--- src/rtl/sub_64_seq_pkg.sv ---
// Shared types and constants for the sequential 64-bit subtractor.
// Slice-serial: one shared slice subtractor, borrow held in a flop.
package sub_64_seq_pkg;

  typedef enum logic [1:0] {
    IDLE,
    RUN,
    DONE
  } state_t;

  localparam int W_DEFAULT       = 64;
  localparam int SLICE_W_DEFAULT = 16;

  function automatic int slice_cnt(input int w, input int sw);
    return w / sw;
  endfunction

endpackage

--- src/rtl/sub_64_seq_slice.sv ---
// Combinational SLICE_W-bit subtract with borrow-in and borrow-out.
// Computed as a + ~b + ~bi; the borrow is the inverted carry.
module sub_slice #(
  parameter int SLICE_W = 16
) (
  output logic [SLICE_W-1:0] d,
  output logic               bo,
  input  logic [SLICE_W-1:0] a,
  input  logic [SLICE_W-1:0] b,
  input  logic               bi
);

  logic [SLICE_W:0] sum;

  assign sum = {1'b0, a} + {1'b0, ~b} + {{SLICE_W{1'b0}}, ~bi};
  assign d   = sum[SLICE_W-1:0];
  assign bo  = ~sum[SLICE_W];

endmodule

--- src/rtl/sub_64_seq.sv ---
// Multi-cycle W-bit subtractor: a - b - b_in, one slice per clock.
// Valid/ready on both sides; no overlap between operations.
module sub_64_seq
  import sub_64_seq_pkg::*;
#(
  parameter int W       = W_DEFAULT,
  parameter int SLICE_W = SLICE_W_DEFAULT
) (
  input  logic         clk,
  input  logic         reset,
  input  logic         in_valid,
  output logic         in_ready,
  input  logic [W-1:0] a,
  input  logic [W-1:0] b,
  input  logic         b_in,
  output logic         out_valid,
  input  logic         out_ready,
  output logic [W-1:0] diff,
  output logic         b_out,
  output logic         ovf
);

  localparam int N  = slice_cnt(W, SLICE_W);
  localparam int KW = (N > 1) ? $clog2(N) : 1;

  state_t state_q, state_d;

  logic [KW-1:0]      k_q;
  logic               bor_q;
  logic [W-1:0]       a_q, b_q, diff_q;
  logic               b_out_q, ovf_q;
  logic [SLICE_W-1:0] a_sl, b_sl, d_sl;
  logic               bo_sl;
  logic               last;
  logic               accept;

  assign last   = (k_q == KW'(N - 1));
  assign accept = (state_q == IDLE) && in_valid;
  assign a_sl   = a_q[int'(k_q)*SLICE_W +: SLICE_W];
  assign b_sl   = b_q[int'(k_q)*SLICE_W +: SLICE_W];

  sub_slice #(.SLICE_W(SLICE_W)) u_slice (
    .d  (d_sl),
    .bo (bo_sl),
    .a  (a_sl),
    .b  (b_sl),
    .bi (bor_q)
  );

  always_ff @(posedge clk) begin
    if (reset) begin
      state_q <= IDLE;
    end else begin
      state_q <= state_d;
    end
  end

  always_comb begin
    state_d = state_q;
    unique case (state_q)
      IDLE:    if (in_valid) state_d = RUN;
      RUN:     if (last) state_d = DONE;
      DONE:    if (out_ready) state_d = IDLE;
      default: state_d = IDLE;
    endcase
  end

  always_ff @(posedge clk) begin
    if (reset) begin
      k_q     <= '0;
      bor_q   <= 1'b0;
      a_q     <= '0;
      b_q     <= '0;
      diff_q  <= '0;
      b_out_q <= 1'b0;
      ovf_q   <= 1'b0;
    end else begin
      if (accept) begin
        a_q   <= a;
        b_q   <= b;
        bor_q <= b_in;
        k_q   <= '0;
      end
      if (state_q == RUN) begin
        diff_q[int'(k_q)*SLICE_W +: SLICE_W] <= d_sl;
        bor_q <= bo_sl;
        if (!last) begin
          k_q <= k_q + 1'b1;
        end else begin
          // Top slice carries the sign bit, so flags settle here.
          b_out_q <= bo_sl;
          ovf_q   <= (a_q[W-1] != b_q[W-1]) &&
                     (d_sl[SLICE_W-1] != a_q[W-1]);
        end
      end
    end
  end

  assign in_ready  = (state_q == IDLE);
  assign out_valid = (state_q == DONE);
  assign diff      = diff_q;
  assign b_out     = b_out_q;
  assign ovf       = ovf_q;

endmodule

--- config.mk ---
export PLATFORM = sky130hd
export DESIGN_NAME = sub_64_seq
export DESIGN_NICKNAME = d
export VERILOG_FILES = /design/src/rtl/sub_64_seq_pkg.sv /design/src/rtl/sub_64_seq_slice.sv /design/src/rtl/sub_64_seq.sv
export SDC_FILE = /design/constraint.sdc
export NUM_CORES = 1
export LEC_CHECK = 0
export CORE_MARGIN = 5
export CORE_UTILIZATION = 50
export CTS_CLUSTER_DIAMETER = 50
export DETAILED_ROUTE_END_ITERATION = 16
export GPL_ROUTABILITY_DRIVEN = 0
export PLACE_DENSITY = 0.86
export SYNTH_ARGS = -nofsm -noshare
export SYNTH_HDL_FRONTEND = slang
export SYNTH_SLANG_ARGS = --single-unit
--- constraint.sdc ---
create_clock -name clk -period 4.82 [get_ports clk]
set_input_delay 0.964 -clock clk [delete_from_list [all_inputs] [get_ports clk]]
set_output_delay 0.964 -clock clk [all_outputs]
set_load 0.03 [all_outputs]
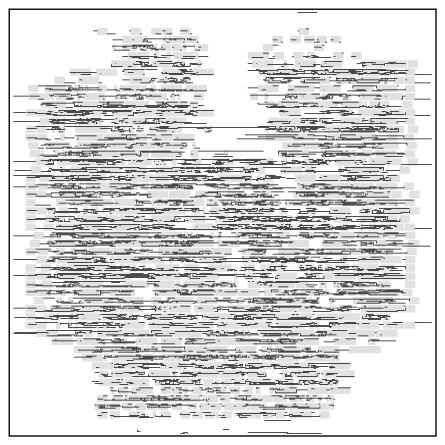
Fig. 1. Signal wires on met1 (run 1).
Drawn at 3 px/um. Cells faint in the background.
The layer carries 10200 um of wire. 1209 nets have wire on it. The layer holds 41% of the routed length. The wires run mostly horizontal. The longest straight run is 36.3 um.
Global Route met1 Usage: 32.75%
vias: 8014
total routed wirelength: 24.98 mm

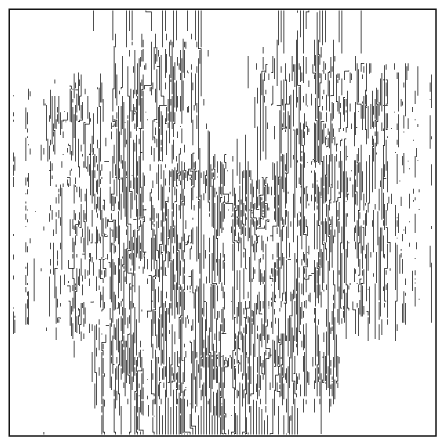
Fig. 2. Signal wires on met2 (run 1).
Drawn at 3 px/um.
The longest straight run is 53.4 um. 1135 nets have wire on it. The layer holds 48% of the routed length. The layer carries 12000 um of wire.
met2 GRT Util: 40.41%

==> impl_metrics.csv, run 1 <==
group,metric,value,unit
run_status,status,"complete, no violations",
clock_tree,root_buffer,"clkbuf_16",
global_route,grt_pass1_wl,39.82,mm
yosys,synthFlopType,"dfxtp_1",
sta,fin_crit,3.750,ns
yosys,yosysTopAreaCell,"dfxtp_1",
worst_setup_path,cp_cell_sequence,"buf_4 -> mux4_2 -> inv_1 -> ha_1 -> a21oi_4 -> o21ai_2 -> a221o_1 -> a221oi_4 -> nor4_1 -> a311o_1",
worst_setup_path,crit_type,"reg2reg",
hold_path,min_path_type,"reg2reg",
yosys,edf_count,0,
sta,slew_viol_final,0,
yosys,synth-adder-area-share,3.489,%
run,max_cap_viol_count,0,
yosys,netlist_area,8678,um2
clock_tree,cts_sinks,199,
sta,rsz0062_at_grt,"no",
layout,area_growth,31.24,%
layout,fin_nets,1330,
run,tool_warnings,33,
clock_tree,insertion_delay,0.44,ns
floorplan,core.rowCount,48,
yosys,synth_cells,1015,
sta,tightest_slew,1.132,ns
routing,ant_nets,0,
power_and_ir_drop,power_density,359.5,nW/um2
worst_setup_path,crit_path_end_kind,"flop",
layout,drive_gt1_share,7.251,%
sta,skew,0.01867,ns
global_route,grt_max_degree,169,
global_route,antenna_found_initial,0,
routing,drc,0,
yosys,muxShareOfSynthArea,8.304,%
sta,max_freq,0.2667,GHz
clock_tree,tritoncts,"done",
routing,drt-wirelength-per-cell,17.70,um
yosys,topCellsByArea,"dfxtp_1, nand2_1, a21oi_1",
global_route,global_route.usage.total,24.78,%
floorplan,fp-utilization,50.52,%
yosys,synthAoiAreaFrac,17.45,%
worst_setup_path,crit_fanout,29,
clock_tree,cts_max_level,4,
floorplan,die_y,141.7,um
yosys,synthSimpleGateAreaFrac,20.04,%
clock_tree,numCtsBuffers,17,
worst_setup_path,crit_required,5.14,ns
worst_setup_path,startpoint_type,"flop",
worst_setup_path,slowest_stage,"dfxtp_2",
sta,max_slew_margin,24.51,%
yosys,fp_nets,1171,
layout,diodes,0,
yosys,ys_seq_share,45.91,%
yosys,ys_top_logic_family,"simple AND/OR/NAND/NOR gates",
floorplan,dieArea,20090,um2
sta,hold_ws,0.4564,ns
clock_tree,hold_buffers,0,
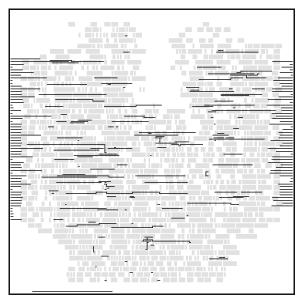
Fig. 3. M3 wires (run 1).
Drawn at 2 px/um. Cells faint in the background.
The layer holds 8.6% of the routed length. The wires run mostly horizontal.
M3 GR Usage: 5.426%

run 1: per-stage QoR:
| step | power [W] | setup slack (ns) | std cells |
|---|---|---|---|
| after detailed placement | 0.002644 | 1.124 | 1380 |
| after global placement | 0.002624 | 1.242 | 1380 |
| after CTS | 0.004088 | 1.107 | 1411 |
| final | 0.004094 | 1.070 | 1411 |
| after floorplan | 0.002327 | 1.043 | 1015 |
| after global routing | 0.004257 | 0.8744 | 1411 |
run 1: final timing paths:
kind                from        to  slack [ns]  cells past startpoint
setup / recovery  k_q[0]  diff[30]        1.07                     10
setup reg to reg  k_q[0]  diff[30]        1.07                     10
hold reg to reg   b_q[7]    b_q[7]        0.46                      2
hold / removal    b_q[7]    b_q[7]        0.46                      2
run 1: power breakdown:
| group | leakage (nW) | total (W) | switching [W] | internal (W) |
|---|---|---|---|---|
| clock network | 0.295 | 0.00147 | 0.000611 | 0.000855 |
| logic | 2.28 | 0.000843 | 0.000496 | 0.000347 |
| registers | 1.63 | 0.00178 | 0.0000562 | 0.00173 |
run 1: per-layer routing:
layer	part of all wire (%)	GRT usage, %	up-vias
li1	-	-	3819
met1	41	32.75	3783
met2	48	40.41	369
met3	8.6	5.426	43
met4	2.3	8.434	0
met5	0	0	-
run 1: layout by cell type (no fill, tap or decap), types with 4 or more instances in the layout:
cell               n
o21ai_0           22
a22oi_1           25
a311o_1            4
or2_2              4
nand4_1            7
nor4_1             5
nor2_1            72
dfxtp_1          197
ha_1              21
o311ai_0           5
o211ai_1           7
a21oi_1          154
nand3b_1          22
buf_4              9
inv_1             22
a21o_1             6
nand2_1          275
clkbuf_16         17
clkdlybuf4s50_1  199
mux4_2            32
a32oi_1            8
and3b_1            5
xnor2_1            7
nand2b_1           8
run 1: registers in the layout, indices dropped and copies added (netlist names):
name and flops:
b_q 64, state_q 2, ovf 1, a_q 64
b_out 1, k_q 2, diff 64, bor_q 1
run 1: final cells by class:
type	instances	area, um2
clock inverter	11	145.1
clock buffer	20	466.7
inverter	22	82.58
timing repair buffer	209	2071
fill	1358	5787
sequential	199	3986
tap	225	281.5
multi-input combinational	725	4357
run 1: Yosys cell counts (2+ instances only):
cell / n
a32oi_1: 8
nor4_1: 5
o21ai_0: 22
nand4_1: 7
nand2b_1: 8
a311o_1: 4
o211ai_1: 7
dfxtp_1: 199
nor2_1: 72
and2_1: 2
a21oi_1: 154
ha_1: 21
o31ai_1: 2
buf_1: 4
mux4_2: 32
o311ai_0: 5
o21a_1: 2
clkbuf_1: 60
xnor2_1: 7
a21o_1: 6
and3b_1: 5
a22oi_1: 25
or2_2: 4
a21boi_0: 2
nor2b_1: 3
or3_1: 3
o211a_1: 2
inv_1: 22
buf_2: 5
o31a_1: 2
fa_1: 2
nand2_1: 276
nand3b_1: 22
nor3_1: 2
run 1: critical path, delay by kind of cell, from the launching register on:
family	cells	cell delay, ns
multiplexers	1	0.56
AND/OR/NAND/NOR	1	0.11
AND-OR/OR-AND	5	1.48
flip-flops	1	0.59
adder cells (fa/ha/maj)	1	0.32
buffers and inverters	2	0.54
==> run 2, diff against run 1 <==
--- a/config.mk
+++ b/config.mk
@@ -6,11 +6,11 @@
 export NUM_CORES = 1
 export LEC_CHECK = 0
 export CORE_MARGIN = 5
-export CORE_UTILIZATION = 50
+export CORE_UTILIZATION = 45
 export CTS_CLUSTER_DIAMETER = 50
 export DETAILED_ROUTE_END_ITERATION = 16
 export GPL_ROUTABILITY_DRIVEN = 0
-export PLACE_DENSITY = 0.86
+export PLACE_DENSITY = 0.82
 export SYNTH_ARGS = -nofsm -noshare
 export SYNTH_HDL_FRONTEND = slang
 export SYNTH_SLANG_ARGS = --single-unit
==> constraint.sdc (replaced) <==
create_clock -name clk -period 3.1 [get_ports clk]
set_input_delay 0.62 -clock clk [delete_from_list [all_inputs] [get_ports clk]]
set_output_delay 0.62 -clock clk [all_outputs]
set_load 0.03 [all_outputs]
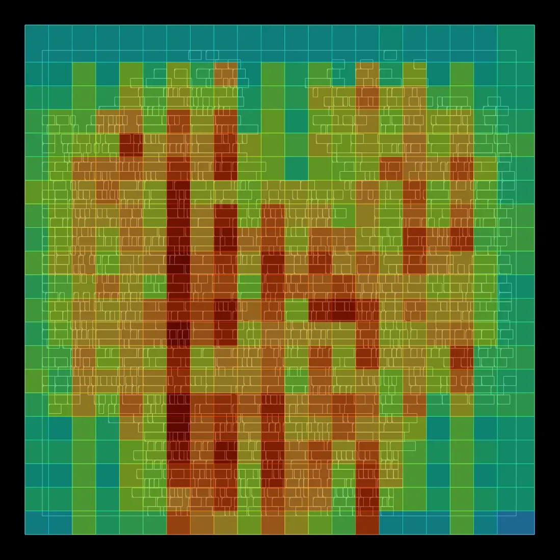
Fig. 4. Track usage over the die (run 2).
met2 GRT Util: 36.83%
Core Util, Final: 63.58%
Wirelength per Cell: 17.63 um

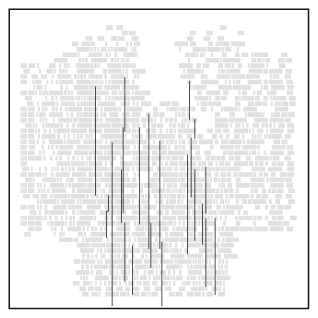
Fig. 5. Met4 routing (run 2).
Drawn at 2 px/um. Cells faint in the background.
17 nets have wire on it. The layer holds 3.0% of the routed length. The longest straight run is 81.6 um. The layer carries 790 um of wire.
total routed wirelength: 26.16 mm
vias: 8172

==> run 2 against run 1 <==
Against the previous run:
- utilization is 2.7 points lower
- clock power is 48% higher
- sequential share of layout area is 1.7 points lower
- design area is 5.1% higher
- worst setup slack worse by 1.0 ns
- critical path depth is 2 higher
- combinational power is 79% higher
- critical path type unchanged
- highest routed layer unchanged
==> impl_metrics.csv, run 2 <==
group,metric,value,unit
worst_setup_path,crit_path_end_kind,"flop",
sta,max_slew_margin,52.48,%
power_and_ir_drop,power_density,539.6,nW/um2
sta,slew_viol_final,0,
placed_design,placedCellCount,1440,
worst_setup_path,r2r_slack,0.03,ns
layout,layout_top_cells,"nand2_1, clkdlybuf4s50_1, dfxtp_1, a21oi_1, nor2_1",
yosys,netlist_area,8678,um2
hold_path,min_path_cells,2,
run_status,status,"complete, no violations",
yosys,fp_nets,1171,
worst_setup_path,crit_type,"reg2reg",
layout,drive_gt1_share,11.52,%
clock_tree,root_buffer,"clkbuf_16",
run,tool_warnings,34,
hold_path,hold-path-endpoint,"a_q[27]",
clock_tree,hold_buffers,0,
floorplan,core.rowCount,50,
floorplan,dieArea,22160,um2
run,max_cap_viol_count,0,
layout,seqCellArea,3991,um2
sta,tightest_slew,0.7114,ns
worst_setup_path,crit_fanout,10,
global_route,grt_max_degree,84,
layout,fill_cells,1473,
yosys,yosysTopAreaCell,"dfxtp_1",
layout,fin_nets,1367,
sta,max_freq,0.3256,GHz
worst_setup_path,startpoint_type,"flop",
sta,rsz0062_at_grt,"yes",
worst_setup_path,timing.rr.end,"diff[14]",
floorplan,fp-utilization,46.09,%
hold_path,min_path_type,"reg2reg",
layout,instances_no_fill,1484,
sta,fin_crit,3.071,ns
worst_setup_path,crit_required,3.42,ns
yosys,top_cell,"nand2_1",
layout,lay_top_count,"nand2_1",
yosys,ys_seq_share,45.91,%
==> run 2: cell count changes in the layout (fill, tap and decap cells not counted), sizes merged <==
cell | previous run | this run
clkinv | 3 | 8
clkinvlp | 3 | 1
bufinv | 3 | 2
buf | 10 | 44
bufbuf | 0 | 1
inv | 24 | 25
==> run 2: critical path, cell delays in order, from the launching register on <==
cell       delay (ns)
dfxtp_4          0.39
buf_4            0.13
bufbuf_16        0.26
mux4_2           0.30
inv_2            0.08
ha_4             0.19
o211ai_1         0.29
a21oi_4          0.07
o211a_1          0.25
buf_4            0.15
a221oi_4         0.40
nor4_1           0.10
a311o_1          0.33
==> run 2: through the flow <==
stage                     setup TNS, ns  setup WS (ns)  hold slack (ns)
final                                 0        0.02892           0.4569
after global placement                0        0.05931           0.4398
after floorplan               -0.001946      -0.001946           0.4331
after CTS                     -0.001007      -0.001007           0.4551
after global routing            -0.2327       -0.08201           0.4613
after detailed placement        -0.1034       -0.02747           0.4454
==> run 2: final cells by class <==
class	count	area share, %
multi-input combinational	725	37.48
sequential	199	33.34
timing repair buffer	246	20.95
clock buffer	18	3.585
tap	260	2.717
clock inverter	14	1.244
inverter	22	0.6897
==> run 2: how the worst max path moves through the flow <==
stage                start        to  slack (ns)  cells after the start
floorplan           k_q[1]     bor_q      -0.002                     12
finish              k_q[1]  diff[14]        0.03                     12
detailed placement  k_q[0]  diff[46]       -0.03                      9
global route        k_q[1]  diff[46]       -0.08                     12
global placement    k_q[0]  diff[30]        0.06                      9
CTS                 k_q[0]  diff[28]      -0.001                      9
==> run 2: power by group <==
part	leakage (nW)	switching, W	internal (W)
Clock	0.285	0.000990	0.00120
Sequential	1.63	0.0000816	0.00268
Combinational	2.53	0.000832	0.000677
Total	4.44	0.00190	0.00456
==> run 2: metal layers <==
metal / global-route usage [%] / vias up / share of wire, %
li1: - / 3904 / -
met1: 30.46 / 3862 / 42
met2: 36.83 / 361 / 48
met3: 4.132 / 45 / 7.2
met4: 8.284 / 0 / 3.0
met5: 0 / - / 0
==> run 2: cell families (layout without fill, tap and decap cells) <==
group                    after synthesis  in the layout  share of synthesized area, %
AND-OR/OR-AND                        251            251                         17.45
XOR/XNOR                               8              8                        0.8074
adder cells (fa/ha/maj)               23             23                         3.489
buffers and inverters                 91            300                         4.008
flip-flops                           199            199                         45.91
multiplexers                          32             32                         8.304
AND/OR/NAND/NOR                      411            411                         20.04
==> run 2: repair_timing <==
item	CTS	global route
pin swaps	2	9
gates resized	5	20
endpoints found under the setup margin	9	32
setup buffers	0	9
cloned	1	2
==> run 3, diff against run 2 <==
--- a/config.mk
+++ b/config.mk
@@ -5,6 +5,7 @@
 export SDC_FILE = /design/constraint.sdc
 export NUM_CORES = 1
 export LEC_CHECK = 0
+export CAP_MARGIN = 20
 export CORE_MARGIN = 5
 export CORE_UTILIZATION = 45
 export CTS_CLUSTER_DIAMETER = 50
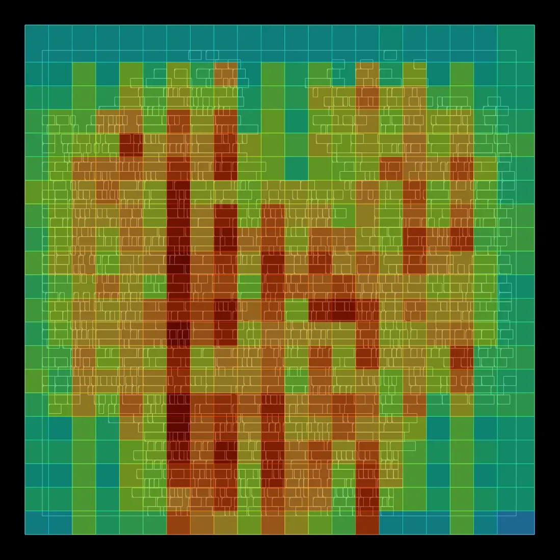
Fig. 6. Track usage over the die (run 3).
GRT Overall Usage: 22.70%
M3 GR Usage: 4.132%
gr busiest metal: met2
Global Route met1 Usage: 30.46%

==> run 3 against run 2 <==
Against the previous run:
- clock power is essentially flat
- total power unchanged
- via count stayed put
- sequential cell count did not move
- clock skew stayed put
- first-iteration DRC count is the same
- utilization unchanged
- critical path type unchanged
- critical endpoint unchanged
- highest routed layer unchanged
==> impl_metrics.csv, run 3 <==
group,metric,value,unit
floorplan,die_y,148.9,um
routing,drc,0,
worst_setup_path,cpMostUsedCell,"buf_4",
worst_setup_path,slowest_stage,"a221oi_4",
run,tool_warnings,34,
yosys,synthFlopType,"dfxtp_1",
clock_tree,tritoncts,"done",
clock_tree,cts_sinks,199,
worst_setup_path,cp_cell_sequence,"buf_4 -> bufbuf_16 -> mux4_2 -> inv_2 -> ha_4 -> o211ai_1 -> a21oi_4 -> o211a_1 -> buf_4 -> a221oi_4 -> nor4_1 -> a311o_1",
sta,hold_ws,0.4569,ns
hold_path,min_path_type,"reg2reg",
global_route,grt_use_met2,36.83,%
clock_tree,insertion_delay,0.44,ns
floorplan,fp-utilization,46.09,%
routing,postRouteWirelength,26.16,mm
sta,tightest_slew,0.7114,ns
layout,area_growth,37.96,%
worst_setup_path,slowest_delay,0.40,ns
worst_setup_path,crit_type,"reg2reg",
yosys,topCellsByArea,"dfxtp_1, nand2_1, a21oi_1",
layout,utilization,63.58,%
layout,lay_top_count,"nand2_1",
sta,fin_crit,3.071,ns
worst_setup_path,startpoint_type,"flop",
sta,skew,0.008168,ns
yosys,synthSimpleGateAreaFrac,20.04,%
yosys,yosysTopAreaCell,"dfxtp_1",
yosys,yosys.area_share.xor_xnor,0.8074,%
sta,max_freq,0.3256,GHz
worst_setup_path,crit_fanout,10,
yosys,synth-adder-area-share,3.489,%
sta,slew_viol_final,0,
clock_tree,root_buffer,"clkbuf_16",
clock_tree,cts_max_level,4,
layout,drive_gt1_share,11.52,%
clock_tree,numCtsBuffers,17,
hold_path,min_path_cells,2,
placed_design,pre_cts_ws,-0.02747,ns
layout,diodes,0,
yosys,fp_nets,1171,
yosys,synthTopCellsByCount,"nand2_1, dfxtp_1, a21oi_1",
yosys,edf_count,0,
sta,finalWorstSetupSlack,0.02892,ns
routing,ant_nets,0,
clock_tree,hold_buffers,0,
run_status,status,"complete, no violations",
layout,fill_cells,1473,
yosys,ys_seq_share,45.91,%
yosys,synth_cells,1015,
routing,via_count,8172,
yosys,synthAoiAreaFrac,17.45,%
global_route,grt_max_degree,84,
yosys,muxShareOfSynthArea,8.304,%
yosys,netlist_area,8678,um2
yosys,ys_top_logic_family,"simple AND/OR/NAND/NOR gates",
floorplan,core.rowCount,50,
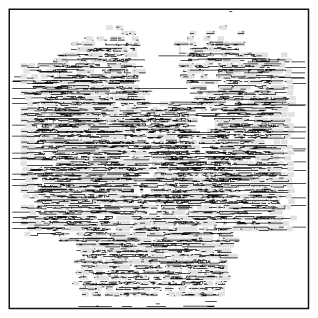
Fig. 7. Signal wires on met1 (run 3).
Drawn at 2 px/um. Cells faint in the background.
1259 nets have wire on it. The layer holds 42% of the routed length. The wires run mostly horizontal. The layer carries 11000 um of wire.

[run 3: cell counts after synthesis]
No cell type changed its count.
[run 3: per-layer routing]
| layer | up-vias | part of all wire, % |
|---|---|---|
| met1 | 3862 | 42 |
| met3 | 45 | 7.2 |
| met5 | - | 0 |
| li1 | 3904 | - |
| met4 | 0 | 3.0 |
| met2 | 361 | 48 |
[run 3: cells by family (layout without fill, tap and decap cells)]
kind of cell | count (synthesis) | in the layout
buf+inv | 91 | 300
flops | 199 | 199
xor+xnor | 8 | 8
compound gates | 251 | 251
simple gates | 411 | 411
mux | 32 | 32
fa+ha+maj | 23 | 23
[run 3: path summary, 6_finish.rpt]
| path | from | slack [ns] | end |
|---|---|---|---|
| hold / removal | a_q[27] | 0.46 | a_q[27] |
| setup reg to reg | k_q[1] | 0.03 | diff[14] |
| hold reg to reg | a_q[27] | 0.46 | a_q[27] |
| setup / recovery | k_q[1] | 0.03 | diff[14] |
[run 3: through the flow]
step / power [W] / instances
after CTS: 0.006362 / 1473
final: 0.006460 / 1484
after global routing: 0.006731 / 1484
after detailed placement: 0.004195 / 1440
after global placement: 0.004165 / 1440
after floorplan: 0.003638 / 1015
[run 3: cell type report]
cell class / instances / area (um2) / area share [%]
Multi-Input combinational cell: 725 / 4487 / 37.48
Sequential cell: 199 / 3991 / 33.34
Timing Repair Buffer: 246 / 2509 / 20.95
Clock buffer: 18 / 429.2 / 3.585
Tap cell: 260 / 325.3 / 2.717
Clock inverter: 14 / 148.9 / 1.244
Inverter: 22 / 82.58 / 0.6897
[run 3: power breakdown]
part | switching [W] | total, W | internal [W] | leakage, nW
clock | 0.000990 | 0.00218 | 0.00120 | 0.285
sequential | 0.0000816 | 0.00277 | 0.00268 | 1.63
combinational | 0.000832 | 0.00151 | 0.000677 | 2.53
total | 0.00190 | 0.00646 | 0.00456 | 4.44
[run 3: what timing repair did]
| item | CTS | global route |
|---|---|---|
| resized | 5 | 20 |
| endpoints found under the setup margin | 9 | 32 |
| buffers inserted | 0 | 9 |
| cloned | 1 | 2 |
| pin swaps | 2 | 9 |
[run 3: worst max-delay path, delay by kind of cell (launching register included)]
kind	cells	cell delay, ns
and+or+nand+nor	1	0.10
AOI/OAI and AO/OA	5	1.34
DFF	1	0.39
adders and majority gates	1	0.19
muxes	1	0.30
buffers and inverters	4	0.62
Power is estimated from default activity; no workload was simulated.
